metal_stack.png
Scale: 3 px per um.
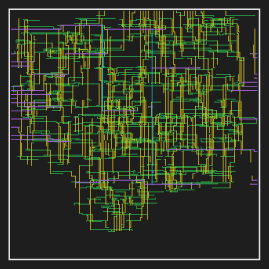
gate_families.png
Scale: 3 px per um.
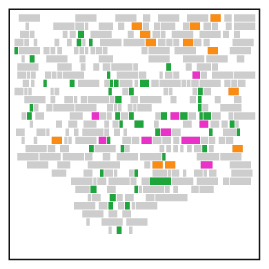
clock_map.png
Scale: 6 px per um.
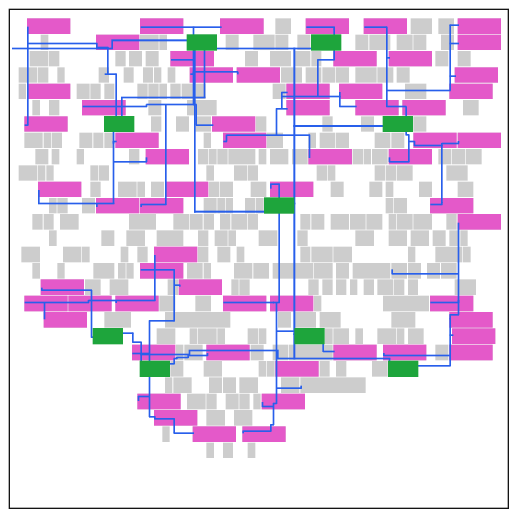
`src/rtl/dvp_frame_tx.sv`:
```
// dvp_frame_tx: DVP-style camera frame transmitter.
//
// Reads 16-bit pixels from a frame-buffer read port and sends them as a byte
// stream (high byte first) with VSYNC/HREF framing. It serves as an on-chip
// camera emulator and as a frame source fed from software-filled memory.
//
// Optional feature macro: DVP_TX_PATTERN_EN adds a PATTERN input. When PATTERN
// is sampled high at START, pixels are {line[7:0], pixel[7:0]} instead of
// RAM data. RAM_RADDR still steps through the frame in that mode.
//
// Ports:
//   HCLK        in   clock; all outputs are registered on its rising edge
//   HRESETn     in   synchronous active-low reset
//   START       in   frame request, sampled only while idle
//   PATTERN     in   test-pattern select (only with DVP_TX_PATTERN_EN)
//   BUSY        out  high from the cycle after START until frame end
//   FRAME_DONE  out  one-cycle pulse at frame end
//   RAM_RADDR   out  linear pixel read address
//   RAM_RDATA   in   read data for the previous cycle's address, pixel in [15:0]
//   CAM_DATA    out  byte stream, 0 whenever HREF is low
//   VSYNC       out  high outside the frame
//   HREF        out  high while CAM_DATA carries valid bytes

module dvp_frame_tx #(
   parameter int unsigned H_ACTIVE  = 320,
   parameter int unsigned V_ACTIVE  = 240,
   parameter int unsigned H_BLANK   = 16,
   parameter int unsigned VSYNC_LEN = 8,
   parameter int unsigned V_BP      = 8,
   parameter int unsigned V_FP      = 8
) (
   input  logic        HCLK,
   input  logic        HRESETn,
   input  logic        START,
`ifdef DVP_TX_PATTERN_EN
   input  logic        PATTERN,
`endif
   output logic        BUSY,
   output logic        FRAME_DONE,
   output logic [16:0] RAM_RADDR,
   input  logic [31:0] RAM_RDATA,
   output logic [7:0]  CAM_DATA,
   output logic        VSYNC,
   output logic        HREF
);

   localparam int unsigned PIX_W  = (H_ACTIVE > 1) ? $clog2(H_ACTIVE) : 1;
   localparam int unsigned LINE_W = (V_ACTIVE > 1) ? $clog2(V_ACTIVE) : 1;
   localparam int unsigned BLK_MAX01 = (H_BLANK > VSYNC_LEN) ? H_BLANK : VSYNC_LEN;
   localparam int unsigned BLK_MAX23 = (V_BP > V_FP) ? V_BP : V_FP;
   localparam int unsigned BLK_MAX   = (BLK_MAX01 > BLK_MAX23) ? BLK_MAX01 : BLK_MAX23;
   localparam int unsigned BLK_W     = (BLK_MAX > 1) ? $clog2(BLK_MAX) : 1;

   localparam logic [PIX_W-1:0]  PIX_LAST  = PIX_W'(H_ACTIVE - 1);
   localparam logic [LINE_W-1:0] LINE_LAST = LINE_W'(V_ACTIVE - 1);
   localparam logic [BLK_W-1:0]  VS_LAST   = BLK_W'(VSYNC_LEN - 1);
   localparam logic [BLK_W-1:0]  VBP_LAST  = BLK_W'(V_BP - 1);
   localparam logic [BLK_W-1:0]  HBL_LAST  = BLK_W'(H_BLANK - 1);
   localparam logic [BLK_W-1:0]  VFP_LAST  = BLK_W'(V_FP - 1);

   typedef enum logic [2:0] {
      StIdle,
      StVs,
      StVbp,
      StLine,
      StHbl,
      StVfp
   } state_e;

   state_e            state_q, state_d;
   logic [BLK_W-1:0]  blk_q, blk_d;
   logic [PIX_W-1:0]  pix_cnt_q, pix_cnt_d;
   logic [LINE_W-1:0] line_q, line_d;
   logic              phase_q, phase_d;
   logic [16:0]       addr_q, addr_d;
   logic [15:0]       pix_q, pix_d;
   logic [7:0]        cam_q, cam_d;
   logic              href_q, href_d;
   logic              vsync_q, vsync_d;
   logic              busy_q, busy_d;
   logic              done_q, done_d;
   logic              load;
   logic [15:0]       fetch;
   logic              pattern_q, pattern_d;

   // Upper half of the read word carries no pixel data.
   logic unused_rdata;
   assign unused_rdata = ^RAM_RDATA[31:16];

   always_ff @(posedge HCLK) begin
      if (!HRESETn) begin
         state_q   <= StIdle;
         blk_q     <= '0;
         pix_cnt_q <= '0;
         line_q    <= '0;
         phase_q   <= 1'b0;
         addr_q    <= '0;
         pix_q     <= '0;
         cam_q     <= '0;
         href_q    <= 1'b0;
         vsync_q   <= 1'b1;
         busy_q    <= 1'b0;
         done_q    <= 1'b0;
         pattern_q <= 1'b0;
      end else begin
         state_q   <= state_d;
         blk_q     <= blk_d;
         pix_cnt_q <= pix_cnt_d;
         line_q    <= line_d;
         phase_q   <= phase_d;
         addr_q    <= addr_d;
         pix_q     <= pix_d;
         cam_q     <= cam_d;
         href_q    <= href_d;
         vsync_q   <= vsync_d;
         busy_q    <= busy_d;
         done_q    <= done_d;
         pattern_q <= pattern_d;
      end
   end

   always_comb begin
      state_d   = state_q;
      blk_d     = blk_q;
      pix_cnt_d = pix_cnt_q;
      line_d    = line_q;
      phase_d   = phase_q;
      addr_d    = addr_q;
      pix_d     = pix_q;
      cam_d     = 8'h00;
      href_d    = 1'b0;
      vsync_d   = vsync_q;
      busy_d    = busy_q;
      done_d    = 1'b0;
      pattern_d = pattern_q;
      load      = 1'b0;

      unique case (state_q)
         StIdle: begin
            vsync_d = 1'b1;
            busy_d  = 1'b0;
            if (START) begin
               state_d   = StVs;
               busy_d    = 1'b1;
               blk_d     = '0;
               pix_cnt_d = '0;
               line_d    = '0;
               phase_d   = 1'b0;
               addr_d    = '0;
`ifdef DVP_TX_PATTERN_EN
               pattern_d = PATTERN;
`endif
            end
         end
         StVs: begin
            if (blk_q == VS_LAST) begin
               state_d = StVbp;
               vsync_d = 1'b0;
               blk_d   = '0;
            end else begin
               blk_d = blk_q + 1'b1;
            end
         end
         StVbp: begin
            // Address 0 is already on the bus here, so its data can be loaded now.
            addr_d = '0;
            if (blk_q == VBP_LAST) begin
               state_d = StLine;
               href_d  = 1'b1;
               load    = 1'b1;
            end else begin
               blk_d = blk_q + 1'b1;
            end
         end
         StLine: begin
            if (!phase_q) begin
               // Low byte goes out now; prefetch the next pixel unless this is the last.
               href_d  = 1'b1;
               cam_d   = pix_q[7:0];
               phase_d = 1'b1;
               if (!(pix_cnt_q == PIX_LAST && line_q == LINE_LAST)) begin
                  addr_d = addr_q + 17'd1;
               end
            end else if (pix_cnt_q != PIX_LAST) begin
               href_d    = 1'b1;
               phase_d   = 1'b0;
               pix_cnt_d = pix_cnt_q + 1'b1;
               load      = 1'b1;
            end else begin
               phase_d   = 1'b0;
               pix_cnt_d = '0;
               blk_d     = '0;
               if (line_q == LINE_LAST) begin
                  state_d = StVfp;
               end else begin
                  state_d = StHbl;
                  line_d  = line_q + 1'b1;
               end
            end
         end
         StHbl: begin
            if (blk_q == HBL_LAST) begin
               state_d = StLine;
               href_d  = 1'b1;
               load    = 1'b1;
            end else begin
               blk_d = blk_q + 1'b1;
            end
         end
         StVfp: begin
            if (blk_q == VFP_LAST) begin
               state_d = StIdle;
               vsync_d = 1'b1;
               busy_d  = 1'b0;
               done_d  = 1'b1;
            end else begin
               blk_d = blk_q + 1'b1;
            end
         end
         default: state_d = StIdle;
      endcase

      // The counters' next values index the pixel being loaded.
      fetch = RAM_RDATA[15:0];
`ifdef DVP_TX_PATTERN_EN
      if (pattern_q) begin
         fetch = {8'(line_d), 8'(pix_cnt_d)};
      end
`endif
      if (load) begin
         pix_d = fetch;
         cam_d = fetch[15:8];
      end
   end

   assign BUSY       = busy_q;
   assign FRAME_DONE = done_q;
   assign RAM_RADDR  = addr_q;
   assign CAM_DATA   = cam_q;
   assign VSYNC      = vsync_q;
   assign HREF       = href_q;

endmodule

```
`config.mk`:
```
export PLATFORM = sky130hd
export DESIGN_NAME = dvp_frame_tx
export DESIGN_NICKNAME = d
export VERILOG_FILES = /design/src/rtl/dvp_frame_tx.sv
export SDC_FILE = /design/constraint.sdc
export NUM_CORES = 1
export LEC_CHECK = 0
export CAP_MARGIN = 20
export CORE_UTILIZATION = 45
export DETAILED_ROUTE_END_ITERATION = 10
export DONT_BUFFER_PORTS = 1
export MAX_ROUTING_LAYER = met4
export PLACE_DENSITY = 0.69
export SYNTH_ARGS = -nofsm -noshare
export SYNTH_HDL_FRONTEND = slang
export SYNTH_SLANG_ARGS = --single-unit
```
`constraint.sdc`:
```
create_clock -name HCLK -period 3.7 [get_ports HCLK]
set_input_delay 0.74 -clock HCLK [delete_from_list [all_inputs] [get_ports HCLK]]
set_output_delay 0.74 -clock HCLK [all_outputs]
set_load 0.01 [all_outputs]
```
==> summary.txt <==
status - finished clean
share of cells above drive strength 1 - 8.96%
DP HPWL - 3.88 mm
startpoint types - flip-flop
Worst Setup End Kind - flip-flop
reg2reg start - state_q[0]
Setup TNS - 0 ps
Bufs and invs on worst path - 0
MUX area fraction - 4.08%
chip footprint - 0.00688 mm2
FA/HA/MAJ Cells, Area Fraction - 1.70%
Initial Utilization - 46.4%
max_cap viols - 0
CTS root buffer - clkbuf_8
I/O Pins - 64
Worst Setup Path Type - flip-flop to flip-flop
met2 Usage GRT - 27.2%
Global Route met3 Usage - 8.15%
first-pass GRT wire length - 9.60 mm
core footprint - 0.00635 mm2
DRT iter0 DRCs - 108
Period minus WS final - 2800 ps
crit path DRT - 3930 ps
max incr delay on CP - 720 ps
cell type with the largest total area - dfxtp_1
Yosys top cell by instances - dfxtp_1
WHS - 475 ps
iteration tally of the first detailed-router pass - 4
CTS Sinks - 62
comb area leader - simple AND/OR/NAND/NOR gates
Post-Syn Area - 0.00295 mm2
H-Tree Depth - 3
Max Slew Vio Count - 0
most frequent logic cell in the layout - dfxtp_1
Design Power - 1.85 mW
final setup fails - 0
wire length on met1 - 2.67 mm
Vias - 2295
RSZ-0062 raised after global routing - false
simple share - 26.1%
FFs w/ async S/R, synth - 0%
Pleak - 1.08 nW
Commonest flop - dfxtp_1
routed len/inst - 14.0 um
initial antenna violation count - 0
Back to the opening pictures, metal_stack.png:
colour	layer	wire length
purple	met3	338 um
green	met1	2670 um
yellow	met2	2700 um
cyan	met4	80.2 um

Back to the opening pictures, gate_families.png:
colour	family	cells	most used
orange	multiplexers	12	mux2i_1
magenta	AND-OR and OR-AND gates	9	o21a_1
green	NAND gates	46	nand2_1
Comb area share: 49.9%
fin cells: 412

Back to the opening pictures, clock_map.png:
[blue] clock wires | length: 825 um
[green] cells driving clock nets | count: 9
[magenta] flip-flops | count: 62
flops lie	all over the die
clock share of power: 35.9%
Post-Route Skew: 7.76 ps
Power Clock: 665 uW
clk_lat worst skew: 340 ps

==> kinds of logic after synthesis <==
family,after synthesis
AND-OR/OR-AND,69
adder cells (fa/ha/maj),4
multiplexers,12
buffers and inverters,25
flip-flops,62
AND/OR/NAND/NOR,143
XOR/XNOR,20
==> final cells by class <==
type / count / area, um2
Timing Repair Buffer: 2 / 15.0
Clock buffer: 10 / 138
Multi-Input combinational cell: 248 / 1600
Inverter: 7 / 26.3
Tap cell: 77 / 96.3
Sequential cell: 62 / 1240
Fill cell: 595 / 3150
Clock inverter: 6 / 85.1
==> final timing paths <==
kind         cells past startpoint            end  slack [ps]
min                              1          VSYNC         480
max                              6  RAM_RADDR[16]         900
min reg2reg                      2      line_q[1]         490
max reg2reg                      6  RAM_RADDR[16]         900
No activity file was given, so power comes from the tool's default toggle rates.
